### src/rtl/mac_dot_seq.sv
// mac_dot_seq: dot-product sequencer in front of an external MAC unit.
//
// A job gives a vector length and an add/subtract mode. The block then takes
// one signed (a, b) operand pair per beat and issues one MAC step for each.
// After the last step it captures the MAC accumulator and presents it on a
// valid/ready result port. The accumulator register itself is in the MAC.
//
// Build option: DOTSEQ_BIAS_EN adds the i_bias port. The bias is latched
// with i_start and loaded as the initial accumulator value. Without the
// option, the initial value is always 0.
//
// Ports
//   i_clk, i_rst_n           clock (rising edge), async active-low reset
//   i_start, i_len, i_sub    job request, length, subtract mode
//   i_bias                   initial accumulator value (DOTSEQ_BIAS_EN only)
//   o_busy                   high whenever a job is in progress
//   i_valid, i_a, i_b        operand stream; o_ready accepts a pair
//   o_mac_*                  MAC operands and controls (combinational)
//   i_mac_result             registered MAC accumulator
//   o_valid, o_result        result, accepted by i_ready
//
// state | meaning
// IDLE  | waiting for i_start
// ACC   | issuing MAC steps (cnt_q=0: single load-only cycle for len=0)
// DRAIN | MAC output settled, capture into o_result
// DONE  | o_valid high until i_ready
module mac_dot_seq #(
    parameter int ABIT = 8,
    parameter int BBIT = 8,
    parameter int EBIT = 8,
    parameter int LBIT = 8,
    localparam int TBIT = ABIT + BBIT + EBIT
) (
    input  logic            i_clk,
    input  logic            i_rst_n,
    input  logic            i_start,
    input  logic [LBIT-1:0] i_len,
    input  logic            i_sub,
`ifdef DOTSEQ_BIAS_EN
    input  logic [TBIT-1:0] i_bias,
`endif
    output logic            o_busy,
    input  logic            i_valid,
    input  logic [ABIT-1:0] i_a,
    input  logic [BBIT-1:0] i_b,
    output logic            o_ready,
    output logic [ABIT-1:0] o_mac_a,
    output logic [BBIT-1:0] o_mac_b,
    output logic [TBIT-1:0] o_mac_loadVal,
    output logic            o_mac_load,
    output logic            o_mac_add,
    output logic            o_mac_useMul,
    input  logic [TBIT-1:0] i_mac_result,
    output logic            o_valid,
    output logic [TBIT-1:0] o_result,
    input  logic            i_ready
);

    typedef enum logic [1:0] {IDLE, ACC, DRAIN, DONE} state_t;

    state_t          state_q, state_d;
    logic [LBIT-1:0] cnt_q;
    logic            first_q;
    logic            sub_q;
    logic [TBIT-1:0] result_q;
    logic [TBIT-1:0] init_val;
    logic            beat;
    logic            load_only;

`ifdef DOTSEQ_BIAS_EN
    logic [TBIT-1:0] bias_q;
    assign init_val = bias_q;
`else
    assign init_val = '0;
`endif

    // Entering ACC with a zero count marks the len=0 load-only cycle.
    assign load_only = (state_q == ACC) && (cnt_q == '0);
    assign o_ready   = (state_q == ACC) && (cnt_q != '0);
    assign beat      = i_valid && o_ready;
    assign o_busy    = (state_q != IDLE);
    assign o_valid   = (state_q == DONE);
    assign o_result  = result_q;

    always_ff @(posedge i_clk or negedge i_rst_n) begin
        if (!i_rst_n) begin
            state_q <= IDLE;
        end else begin
            state_q <= state_d;
        end
    end

    always_comb begin
        state_d       = state_q;
        o_mac_a       = '0;
        o_mac_b       = '0;
        o_mac_loadVal = '0;
        o_mac_load    = 1'b0;
        o_mac_add     = 1'b1;
        o_mac_useMul  = 1'b0;
        case (state_q)
            IDLE: begin
                if (i_start) state_d = ACC;
            end
            ACC: begin
                if (load_only) begin
                    o_mac_load    = 1'b1;
                    o_mac_loadVal = init_val;
                    state_d       = DRAIN;
                end else if (beat) begin
                    o_mac_a       = i_a;
                    o_mac_b       = i_b;
                    o_mac_useMul  = 1'b1;
                    o_mac_add     = ~sub_q;
                    o_mac_load    = first_q;
                    o_mac_loadVal = first_q ? init_val : '0;
                    if (cnt_q == LBIT'(1)) state_d = DRAIN;
                end
            end
            DRAIN: state_d = DONE;
            DONE: begin
                if (i_ready) state_d = IDLE;
            end
            default: state_d = IDLE;
        endcase
    end

    always_ff @(posedge i_clk or negedge i_rst_n) begin
        if (!i_rst_n) begin
            cnt_q    <= '0;
            first_q  <= 1'b0;
            sub_q    <= 1'b0;
            result_q <= '0;
`ifdef DOTSEQ_BIAS_EN
            bias_q   <= '0;
`endif
        end else begin
            if ((state_q == IDLE) && i_start) begin
                cnt_q   <= i_len;
                first_q <= 1'b1;
                sub_q   <= i_sub;
`ifdef DOTSEQ_BIAS_EN
                bias_q  <= i_bias;
`endif
            end else if (beat || load_only) begin
                first_q <= 1'b0;
                if (beat) cnt_q <= cnt_q - LBIT'(1);
            end
            if (state_q == DRAIN) result_q <= i_mac_result;
        end
    end

endmodule

### config.mk
export PLATFORM = sky130hd
export DESIGN_NAME = mac_dot_seq
export DESIGN_NICKNAME = d
export VERILOG_FILES = /design/src/rtl/mac_dot_seq.sv
export SDC_FILE = /design/constraint.sdc
export NUM_CORES = 1
export LEC_CHECK = 0
export CAP_MARGIN = 20
export CORE_MARGIN = 5
export CORE_UTILIZATION = 60
export CTS_CLUSTER_DIAMETER = 40
export DETAILED_ROUTE_END_ITERATION = 10
export DONT_BUFFER_PORTS = 1
export GPL_TIMING_DRIVEN = 0
export HOLD_SLACK_MARGIN = 0.1
export PLACE_DENSITY = 0.76
export SLEW_MARGIN = 20
export SYNTH_ARGS = -nofsm -noshare
export SYNTH_HDL_FRONTEND = slang
export SYNTH_SLANG_ARGS = --single-unit
### constraint.sdc
create_clock -name i_clk -period 2.8 [get_ports i_clk]
set_input_delay 0.56 -clock i_clk [delete_from_list [all_inputs] [get_ports i_clk]]
set_output_delay 0.56 -clock i_clk [all_outputs]
set_load 0.03 [all_outputs]
Figure 1. Logic cells by family (run 1).
Drawn at 6 px/micron.
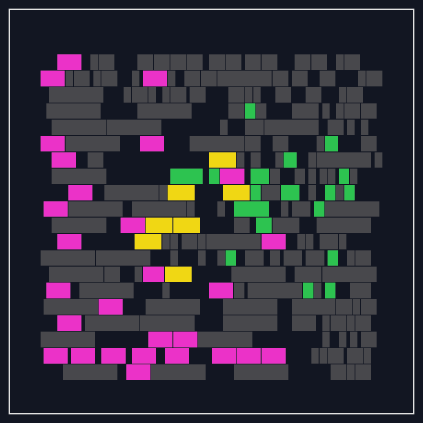
[mux cells] magenta | cells: 28 | most used: mux2_2
[aoi and oai cells] green | cells: 18 | most used: a21oi_1
[fa/ha/maj cells] yellow | cells: 7 | most used: ha_1 | where: middle
logic gate fraction of the total cell area: 42.8%
tally of non-filler cells in the final layout: 256
highest-count logic cell in the final layout: dfrtp_1

Figure 2. Routed metal, one color a layer (run 1).
Drawn at 6 px/micron.
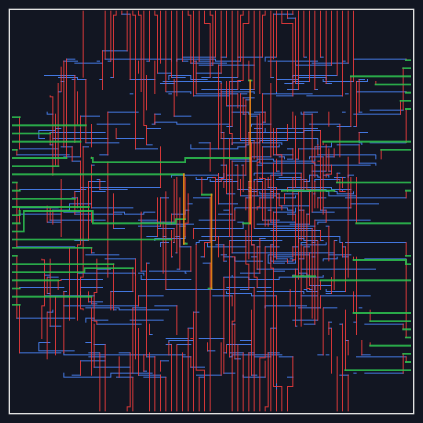
[metal 1] blue | wire length: 1550 microns
[metal 4] orange | wire length: 51.0 microns
[metal 3] green | wire length: 408 microns
[metal 2] red | wire length: 2440 microns
overall track demand over capacity in global routing: 19.4%
Routed wire per std cell: 17.4 microns

Figure 3. Clock wiring as the flow saved it (run 1).
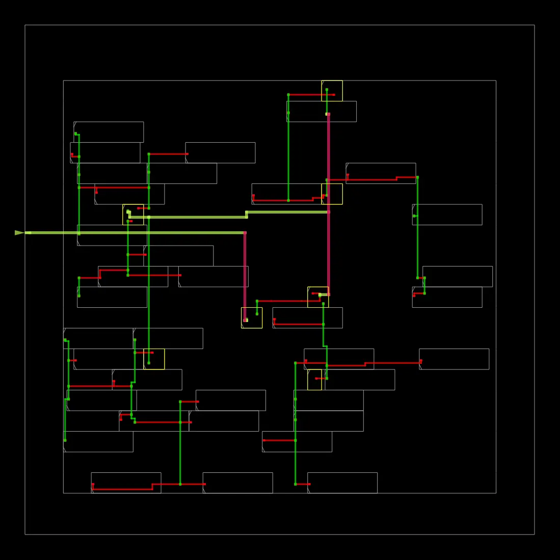
maximum clock skew at final layout: 0.00557 ns
clk latency late pin: 0.33 ns
CLK BUF: 5

==> flow_summary.ini, run 1 <==
; implementation run metrics
[status]
run_status = finished, final reports clean

[clock_tree]
cell_at_the_root_of_the_clock_tree = clkbuf_4
htree_num_levels = 2
postCtsSetupBuffers = 0
tritoncts = yes
cts.clk_slew.worst_paths_ns = 0.11

[pwr]
power_density_nw_per_um2 = 1200
clock_net_power_w = 0.000257
design_power_total_w = 0.00266
comb_power_share_pct = 38.6
cellInternalPower_w = 0.00135
ir_worst_vdd_mv = 0.826
switching_power_summed_over_all_nets_w = 0.00132
sequential_logic_power_w = 0.00138
largestPowerGroup = sequential cells

[synth]
xor_area_share_pct = 2.23
synthMuxAreaShare_pct = 16.0
yosys.area_share.simple_pct = 13.3
post_synth_inst_count = 180
ys_dominant_reg_cell = dfrtp_1
yosys.area_share.adder_pct = 4.47
number_of_enable_flip_flop_cells = 0
library_cells_used_by_synthesis = 29
logic_family = multiplexers
ys_async_sr_fraction_pct = 100
count_of_state_elements_after_synthesis = 36
yosysSeqAreaShare_pct = 45.9
ys_cells = 180
ys_warn_count = 0

[critical_path]
critical_path_peak_fanout = 10
startpoint_type = flop
worst_r2r_endpoint = cnt_q[6]$_DFFE_PN0P_
required_ns = 2.24
worst-setup-path-type = flop to primary output
arrival_ns = 2.10
start_of_the_worst_register_to_register_path = cnt_q[1]$_DFFE_PN0P_
worst-r2r-setup-slack_ns = 0.73
worst_setup_path_startpoint = cnt_q[4]$_DFFE_PN0P_

[finish]
layout-drive-gt1-share_pct = 40.1
final_core_utilization_pct = 71.6
post-route-cell-area_sq_um = 2220
layout_stage_area_growth_over_the_synthesis_result_pct = 13.3
finish.net_count = 273

[route]
drt-initial-drc-count = 104
first_pass_iters = 4
detailed_route_vias_per_instance = 5.08
route.vias.total = 1301
drc_errors = 0

[floorplan]
design.core.area_sq_um = 3100
floorplanUtilization_pct = 63.2
chipHeight_microns = 67.2
fp-row-count = 20
fp.dieArea_sq_um = 4510

[sta]
tightestPinTransition_ns = 0.660
slew_viol_final = 0
post-route-period-util_pct = 95.2
fin_crit_ns = 2.66
slew_headroom_pct = 56.1
hold-worst-slack_ns = 0.365
setup_slack_ns = 0.135
setup_repair_after_global_routing_missed_its_margin = no
finalHoldViolCount = 0
finalSetupViolCount = 0

[placement]
place_ws_ns = 0.110
finalWeightedCongestion = 0.845
port_buffers = 0

[flow_run]
drv_cap = 0
tool_warnings = 31

[min_path]
worstHoldStart = i_mac_result[6]
hp-class = primary input to flop
holdPathEnd = o_result[6]$_DFFE_PN0P_

[grt]
wire_length_of_the_first_global_routing_pass_mm = 6.50
grt.overflow.total = 0
==> run 1: synthesized netlist by cell type (2+ instances only) <==
library cell | count | area, sq um
dfrtp_1 | 36 | 901
mux2_2 | 27 | 304
buf_4 | 24 | 180
and2_1 | 16 | 100
nor2_1 | 12 | 45.0
a21oi_1 | 11 | 55.1
nand2_1 | 9 | 33.8
ha_1 | 7 | 87.6
inv_1 | 7 | 26.3
clkbuf_1 | 6 | 22.5
xnor2_1 | 3 | 26.3
a31oi_1 | 2 | 12.5
nand3_1 | 2 | 10.0
nor3_1 | 2 | 10.0
xor2_1 | 2 | 17.5
==> run 1: critical path, cell delays in order (launching register included) <==
cell and delay (ns):
dfrtp_1 0.46, nor4_2 0.61, a21oi_2 0.17, clkbuf_4 0.24, and2_2 0.29
==> run 1: routing by layer <==
layer | track usage [%] | vias to the layer above | part of all wire, % | routed length, microns
met5 | 0 | - | 0 | 0
met4 | 6.08 | 0 | 1.1 | 51
met3 | 7.82 | 7 | 9.2 | 408
met2 | 34.6 | 60 | 55 | 2440
met1 | 20.9 | 619 | 35 | 1550
li1 | - | 615 | - | -
==> run 1: repair_timing <==
action,in CTS,in global routing
endpoints found under the setup margin,18,18
hold endpoints to repair,36,0
hold buffers,2,0
gates resized,10,14
==> run 1: layout make-up <==
| type | count | area, sq um |
|---|---|---|
| Buffer | 30 | 208 |
| Clock buffer | 5 | 37.5 |
| Clock inverter | 2 | 12.5 |
| Fill cell | 250 | 881 |
| Inverter | 7 | 26.3 |
| Multi-Input combinational cell | 130 | 952 |
| Sequential cell | 36 | 901 |
| Tap cell | 44 | 55.1 |
| Timing Repair Buffer | 2 | 30.0 |
==> run 1: sequential cells by signal (all words and copies together) (netlist names) <==
register / count
sub_q: 1
state_q: 2
cnt_q: 8
first_q: 1
o_result: 24
Figure 4. Sequential cells grouped by signal name (run 1).
Drawn at 4 px/micron. Other sequential cells in the stronger gray, the rest of the logic in the fainter gray.
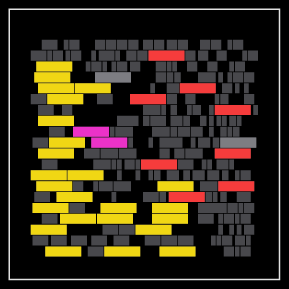

==> run 2, diff against run 1 <==
==> constraint.sdc (replaced) <==
create_clock -name i_clk -period 3.2 [get_ports i_clk]
set_input_delay 0.64 -clock i_clk [delete_from_list [all_inputs] [get_ports i_clk]]
set_output_delay 0.64 -clock i_clk [all_outputs]
set_load 0.03 [all_outputs]
Figure 5. Sequential cells grouped by signal name (run 2).
Drawn at 4 px/micron. Other sequential cells in the stronger gray, the rest of the logic in the fainter gray.
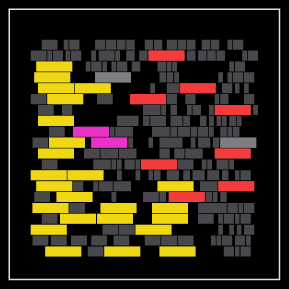
[o_result] yellow | placed flops: 24
[cnt_q] red | placed flops: 8
[state_q] magenta | placed flops: 2
not colored: 2

Figure 6. Nets reached from selected ports (run 2).
Drawn at 8 px/micron.
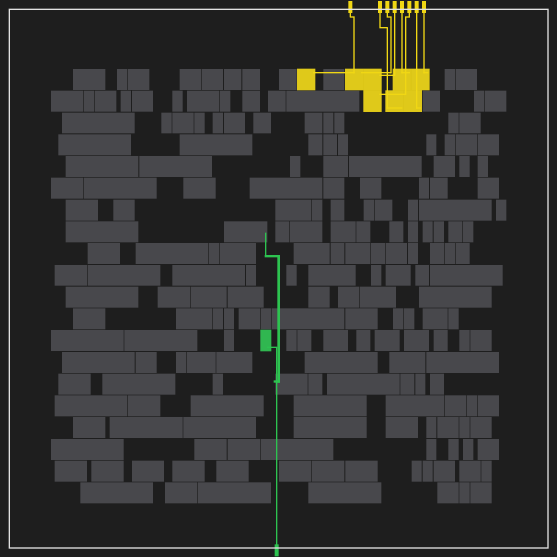
[o_mac_b] yellow | bits: 8 | direction: output | edge: top | end cells: 8 | wire: 92.9 microns
[o_busy] green | bits: 1 | direction: output | edge: bottom | end cells: 1 | wire: 46.2 microns

Figure 7. Clock wiring as the flow saved it (run 2).
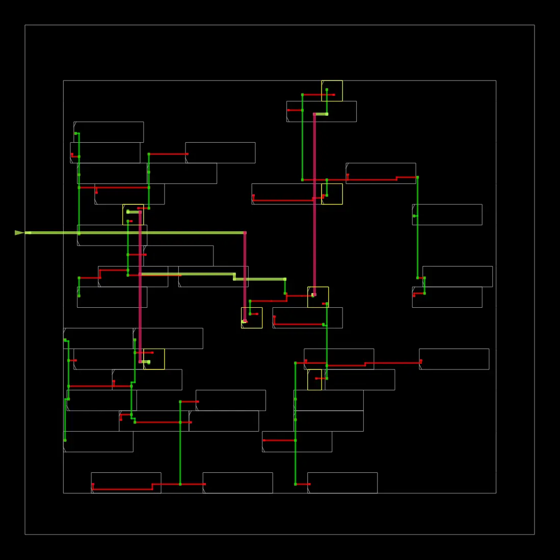
CTS Sinks: 36
clk latency late pin: 0.34 ns

==> run 2 against run 1 <==
- setup slack improved by 0.16 ns
- sequential cell count unchanged
- register-to-register slack better by 0.43 ns
- synthesized cell count is the same
- critical endpoint unchanged
- highest routed layer unchanged
==> flow_summary.ini, run 2 <==
; implementation run metrics
[status]
run_status = finished, final reports clean

[finish]
final-nonclk-buf-share_pct = 10.3
inverters = 7
layout_top_cell = dfrtp_1
largest_cell_class = combinational gates
final_core_utilization_pct = 70.2
layout-drive-gt1-share_pct = 31.3
signal_buffers = 31
comb_area_sq_um = 923
layout.area.seq_sq_um = 901
layout_stage_area_growth_over_the_synthesis_result_pct = 11.2
finish.cell_count_without_fillers = 255
comb.multi_input.count = 130
sh_comb_area_pct = 42.4
finish.net_count = 272
flop_share_of_the_area_pct = 41.3
area_share_clock_buf_inv_pct = 2.30

[synth]
ys_warn_count = 0
netlist.area_leader.share_pct = 45.9
ys_dominant_reg_cell = dfrtp_1
ys_async_sr_fraction_pct = 100
post_synth_inst_count = 180
yosysSeqAreaShare_pct = 45.9
number_of_enable_flip_flop_cells = 0
post-synth-top-count-cell = dfrtp_1
count_of_state_elements_after_synthesis = 36
common_cells = dfrtp_1 (36), mux2_2 (27), buf_4 (24), and2_1 (16), nor2_1 (12)
library_cells_used_by_synthesis = 29
synth_area_leader_cell = dfrtp_1
ys_cells = 180

[sta]
tightestPinTransition_ns = 0.662
timing.clock.skew_ns = 0.00549
fin_crit_ns = 2.90
finalSetupViolCount = 0
slew_viol_final = 0
finalHoldViolCount = 0
setup_repair_after_global_routing_missed_its_margin = no
slew_headroom_pct = 56.0

[placement]
port_buffers = 0
finalWeightedCongestion = 0.845

[floorplan]
fp.dieArea_sq_um = 4510
fp-row-count = 20
design.core.area_sq_um = 3100
floorplanUtilization_pct = 63.2
chipHeight_microns = 67.2
tap_cells = 44

[pwr]
p_clk_share_pct = 9.8
ir_worst_vdd_mv = 0.724
switching_power_summed_over_all_nets_w = 0.00115
comb_power_share_pct = 38.2
sequential_logic_power_w = 0.00120
largestPowerGroup = sequential cells
cellInternalPower_w = 0.00117
power.static_leakage_nw = 1.01
clock_net_power_w = 0.000226

[route]
drt-initial-drc-count = 66
wl_per_cell_microns = 17.2
first_pass_iters = 4
drc_errors = 0
route.vias.total = 1299
detailed_route_vias_per_instance = 5.09

[grt]
gr-usage-all-layers_pct = 19.3
grt.overflow.total = 0
wire_length_of_the_first_global_routing_pass_mm = 6.47

[critical_path]
critical_path.slowest_cell = dfrtp_1
critical_path_peak_fanout = 10
startpoint_type = flop
arrival_ns = 2.26
worst-setup-path-type = flop to primary output
critical_path.top_delay_family = simple AND/OR/NAND/NOR gates
worst-path-buf-inv = 2
crit_end_element = primary output
required_ns = 2.56
ordered_list_of_cells_on_the_worst_path = inv_1 > ha_1 > nand2_1 > a21oi_1 > clkbuf_2 > and2_1

[clock_tree]
postCtsSetupBuffers = 0
post_cts_hold_buffer_count = 1
ctsResizeCount = 0
htree_num_levels = 2
cts.clk_slew.worst_paths_ns = 0.11
cell_at_the_root_of_the_clock_tree = clkbuf_4

[flow_run]
drv_cap = 0
tool_warnings = 31

[min_path]
hp-class = primary input to async pin
==> run 2: cell counts after synthesis <==
No cell type changed its count.
==> run 2: per-stage QoR <==
step | worst slack [ns] | cell area, sq um | hold WS (ns) | power [W]
2_1_floorplan | 0.716 | 2050 | 0.344 | 0.00191
3_3_place_gp | 0.457 | 2100 | 0.346 | 0.00203
3_5_place_dp | 0.430 | 2100 | 0.346 | 0.00209
4_1_cts | 0.0323 | 2170 | 0.117 | 0.00233
5_1_grt | 0.154 | 2180 | 0.119 | 0.00246
6_report | 0.298 | 2180 | 0.113 | 0.00232
==> run 2: worst paths after layout <==
kind	start	slack, ns	cells past startpoint	end
max	state_q[1]$_DFFE_PN0P_	0.30	6	o_mac_a[6]
min reg2reg	sub_q$_DFFE_PN0P_	0.52	1	sub_q$_DFFE_PN0P_
max in group asynchronous	i_rst_n	2.90	1	o_result[7]$_DFFE_PN0P_
max reg2reg	cnt_q[1]$_DFFE_PN0P_	1.16	6	cnt_q[6]$_DFFE_PN0P_
min in group i_clk	i_mac_result[6]	0.44	1	o_result[6]$_DFFE_PN0P_
min	i_rst_n	0.11	1	o_result[5]$_DFFE_PN0P_
==> run 2: routing by layer <==
metal	up-vias	routed length [microns]	track usage, %
li1	613	-	-
met1	611	1530	20.6
met2	66	2360	34.6
met3	9	408	7.82
met4	0	70	6.08
met5	-	0	0
==> run 2: cell families (layout without fill, tap and decap cells) <==
group	Yosys count	after routing	synth area share, %
AND-OR/OR-AND	18	18	6.13
XOR/XNOR	5	5	2.23
adder cells (fa/ha/maj)	7	7	4.47
buffers and inverters	37	45	11.7
flip-flops	36	36	45.9
multiplexers	28	28	16.0
other	1	24	0.191
AND/OR/NAND/NOR	48	48	13.3
Figure 8. Routed metal, one color a layer (run 2).
Drawn at 6 px/micron.
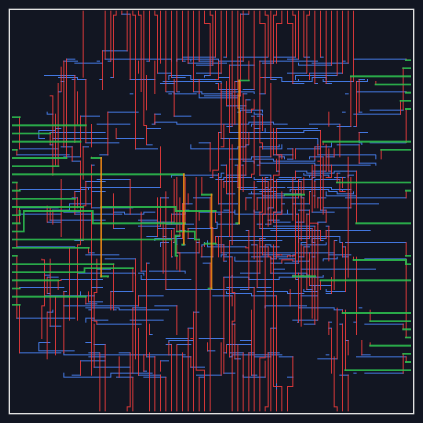

==> run 3, diff against run 2 <==
--- a/config.mk
+++ b/config.mk
@@ -13,6 +13,7 @@
 export DONT_BUFFER_PORTS = 1
 export GPL_TIMING_DRIVEN = 0
 export HOLD_SLACK_MARGIN = 0.1
+export MAX_ROUTING_LAYER = met4
 export PLACE_DENSITY = 0.76
 export SLEW_MARGIN = 20
 export SYNTH_ARGS = -nofsm -noshare
Figure 9. Routed metal, one color a layer (run 3).
Drawn at 6 px/micron.
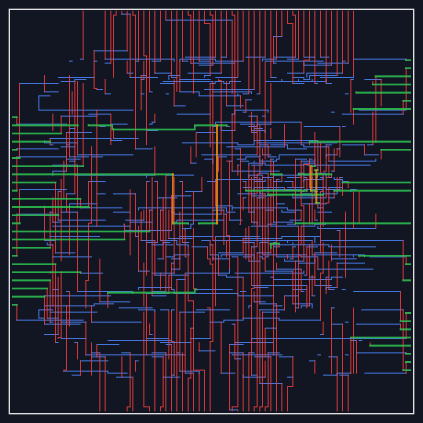
[metal 3] green | wire length: 398 microns
[metal 2] red | wire length: 2410 microns
[metal 1] blue | wire length: 1610 microns
[metal 4] orange | wire length: 34.0 microns
detailed-route via count: 1324
Final Routed Wirelength: 4.45 mm
Routed wire per std cell: 17.4 microns

Figure 10. Nets reached from selected ports (run 3).
Drawn at 8 px/micron.
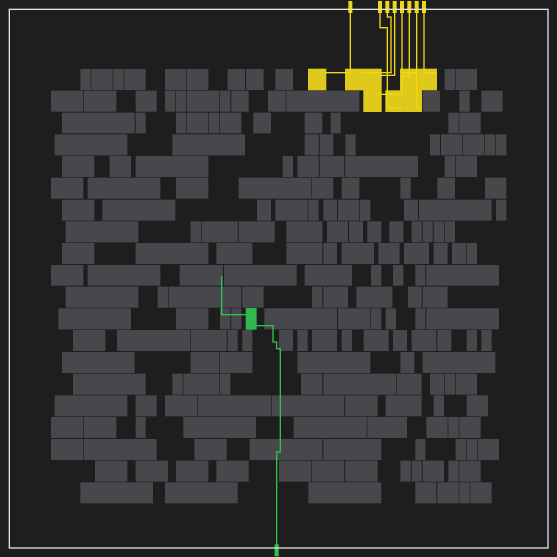
[o_busy] green | bits: 1 | direction: output | edge: bottom | end cells: 1 | wire: 40.0 microns
[o_mac_b] yellow | bits: 8 | direction: output | edge: top | end cells: 8 | wire: 92.4 microns

Figure 11. Sequential cells grouped by signal name (run 3).
Drawn at 4 px/micron. Other sequential cells in the stronger gray, the rest of the logic in the fainter gray.
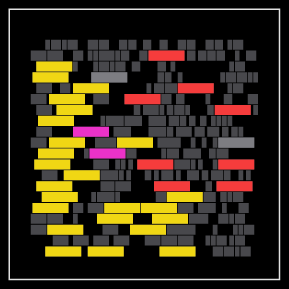
[o_result] yellow | placed flops: 24
[cnt_q] red | placed flops: 8
[state_q] magenta | placed flops: 2
not colored: 2

==> run 3 against run 2 <==
- register-to-register slack hardly changed
- sequential cell count stayed put
- global-route usage grew 1.7 points
- count of clock-buffer cells in the layout is 2 higher
- final cell count is 0.39% higher
- combinational power decreased by 0.5%
- fmax is 1.2% lower
- critical path type unchanged
- sequential share of layout area fell by 0.24 points
- first-iteration DRC count rose by 91%
- largest power group unchanged
==> flow_summary.ini, run 3 <==
; implementation run metrics
[synth]
ys_warn_count = 0
ys_cells = 180
library_cells_used_by_synthesis = 29
common_cells = dfrtp_1 (36), mux2_2 (27), buf_4 (24), and2_1 (16), nor2_1 (12)
count_of_state_elements_after_synthesis = 36
yosysSeqAreaShare_pct = 45.9
number_of_enable_flip_flop_cells = 0
netlist.area_leader.share_pct = 45.9
ys_top_cells_by_area = dfrtp_1 (46%), mux2_2 (16%), buf_4 (9.2%), and2_1 (5.1%), ha_1 (4.5%)
ys_async_sr_fraction_pct = 100
ys_dominant_reg_cell = dfrtp_1
synth_area_leader_cell = dfrtp_1
post_synth_inst_count = 180
post-synth-top-count-cell = dfrtp_1

[placement]
finalWeightedCongestion = 0.859
placement.cell_area_sq_um = 2100
port_buffers = 0
place_ws_ns = 0.351

[finish]
comb_area_sq_um = 923
largest_register_ffs = 24
layout_top_cell = dfrtp_1
post-route-cell-area_sq_um = 2190
layout.area.seq_sq_um = 901
finish.cell_count_without_fillers = 256
num-fill-cells = 259
layout_stage_area_growth_over_the_synthesis_result_pct = 11.8
layout-drive-gt1-share_pct = 31.1
finish.net_count = 272

[clock_tree]
clock_insertion_delay_worst_skew_ns = 0.33
cell_at_the_root_of_the_clock_tree = clkbuf_4
cts.clk_slew.worst_paths_ns = 0.11
postCtsSetupBuffers = 0
htree_num_levels = 2
tritoncts = yes
cts_sinks = 36

[floorplan]
fp-row-count = 20
fp.dieArea_sq_um = 4510
floorplanUtilization_pct = 63.2

[critical_path]
critical_path.top_delay_family = simple AND/OR/NAND/NOR gates
start_of_the_worst_register_to_register_path = cnt_q[0]$_DFFE_PN0P_
worst-setup-path-type = flop to primary output
critical_path_peak_fanout = 10
critical_path.slowest_cell = dfrtp_1
required_ns = 2.56
slowest_delay_ns = 0.44
arrival_ns = 2.30
crit_end_element = primary output
worst-r2r-setup-slack_ns = 1.17
worst_r2r_endpoint = cnt_q[6]$_DFFE_PN0P_
ordered_list_of_cells_on_the_worst_path = inv_1 > ha_1 > nor3b_1 > a21oi_1 > clkbuf_2 > and2_1

[status]
run_status = finished, final reports clean

[pwr]
power_density_nw_per_um2 = 1070
ir_worst_vdd_mv = 0.805

[sta]
fin_crit_ns = 2.94
timing.clock.skew_ns = 0.00434
setup_repair_after_global_routing_missed_its_margin = no
hold-worst-slack_ns = 0.125
setup_slack_ns = 0.261
slew_headroom_pct = 55.8
tightestPinTransition_ns = 0.665
finalSetupViolCount = 0

[grt]
grt.met1_usage_pct = 22.5
groute.layer.met2.usage_pct = 36.9
grt.overflow.total = 0
groute.layer.met3.usage_pct = 8.65
wire_length_of_the_first_global_routing_pass_mm = 6.87

[route]
dr.max_layer_used = met4
detailed_route_vias_per_instance = 5.17
first_pass_iters = 5
drc_errors = 0
drt-initial-drc-count = 126

[min_path]
hp-class = primary input to async pin

[flow_run]
drv_cap = 0
## run 3: final cells by class
cell class / count / share of cell area (%)
Buffer: 30 / 9.30
Clock buffer: 7 / 2.51
Clock inverter: 1 / 0.342
Inverter: 7 / 1.20
Multi-Input combinational cell: 130 / 42.1
Sequential cell: 36 / 41.1
Tap cell: 44 / 2.51
Timing Repair Buffer: 1 / 0.913
## run 3: logic make-up after synthesis
| group | after synthesis | synth area share [%] |
|---|---|---|
| simple gates | 48 | 13.3 |
| mux | 28 | 16.0 |
| fa+ha+maj | 7 | 4.47 |
| flops | 36 | 45.9 |
| compound gates | 18 | 6.13 |
| xor+xnor | 5 | 2.23 |
| buf+inv | 37 | 11.7 |
| other cells | 1 | 0.191 |
## run 3: how the worst max path moves through the flow
stage | slack [ns] | end | start | depth (start not counted)
floorplan | 0.72 | o_mac_a[0] | cnt_q[4]$_DFFE_PN0P_ | 4
global placement | 0.45 | o_mac_b[6] | cnt_q[4]$_DFFE_PN0P_ | 4
detailed placement | 0.35 | o_mac_a[3] | cnt_q[4]$_DFFE_PN0P_ | 4
CTS | 0.06 | o_mac_a[3] | state_q[1]$_DFFE_PN0P_ | 6
global route | 0.09 | o_mac_a[1] | cnt_q[0]$_DFFE_PN0P_ | 6
finish | 0.26 | o_mac_a[3] | cnt_q[0]$_DFFE_PN0P_ | 6
## run 3: report_power, final
| group | switching [W] | internal, W | total, W |
|---|---|---|---|
| Clock | 0.000146 | 0.000108 | 0.000254 |
| Combinational | 0.000485 | 0.000397 | 0.000881 |
| Sequential | 0.000523 | 0.000688 | 0.00121 |
## run 3: what timing repair did
item                                    CTS  global route
endpoints found under the hold margin    36             0
endpoints found under the setup margin    9             9
gates resized                             1             2
hold buffers                              1             0
No activity file was given, so power comes from the tool's default toggle rates.
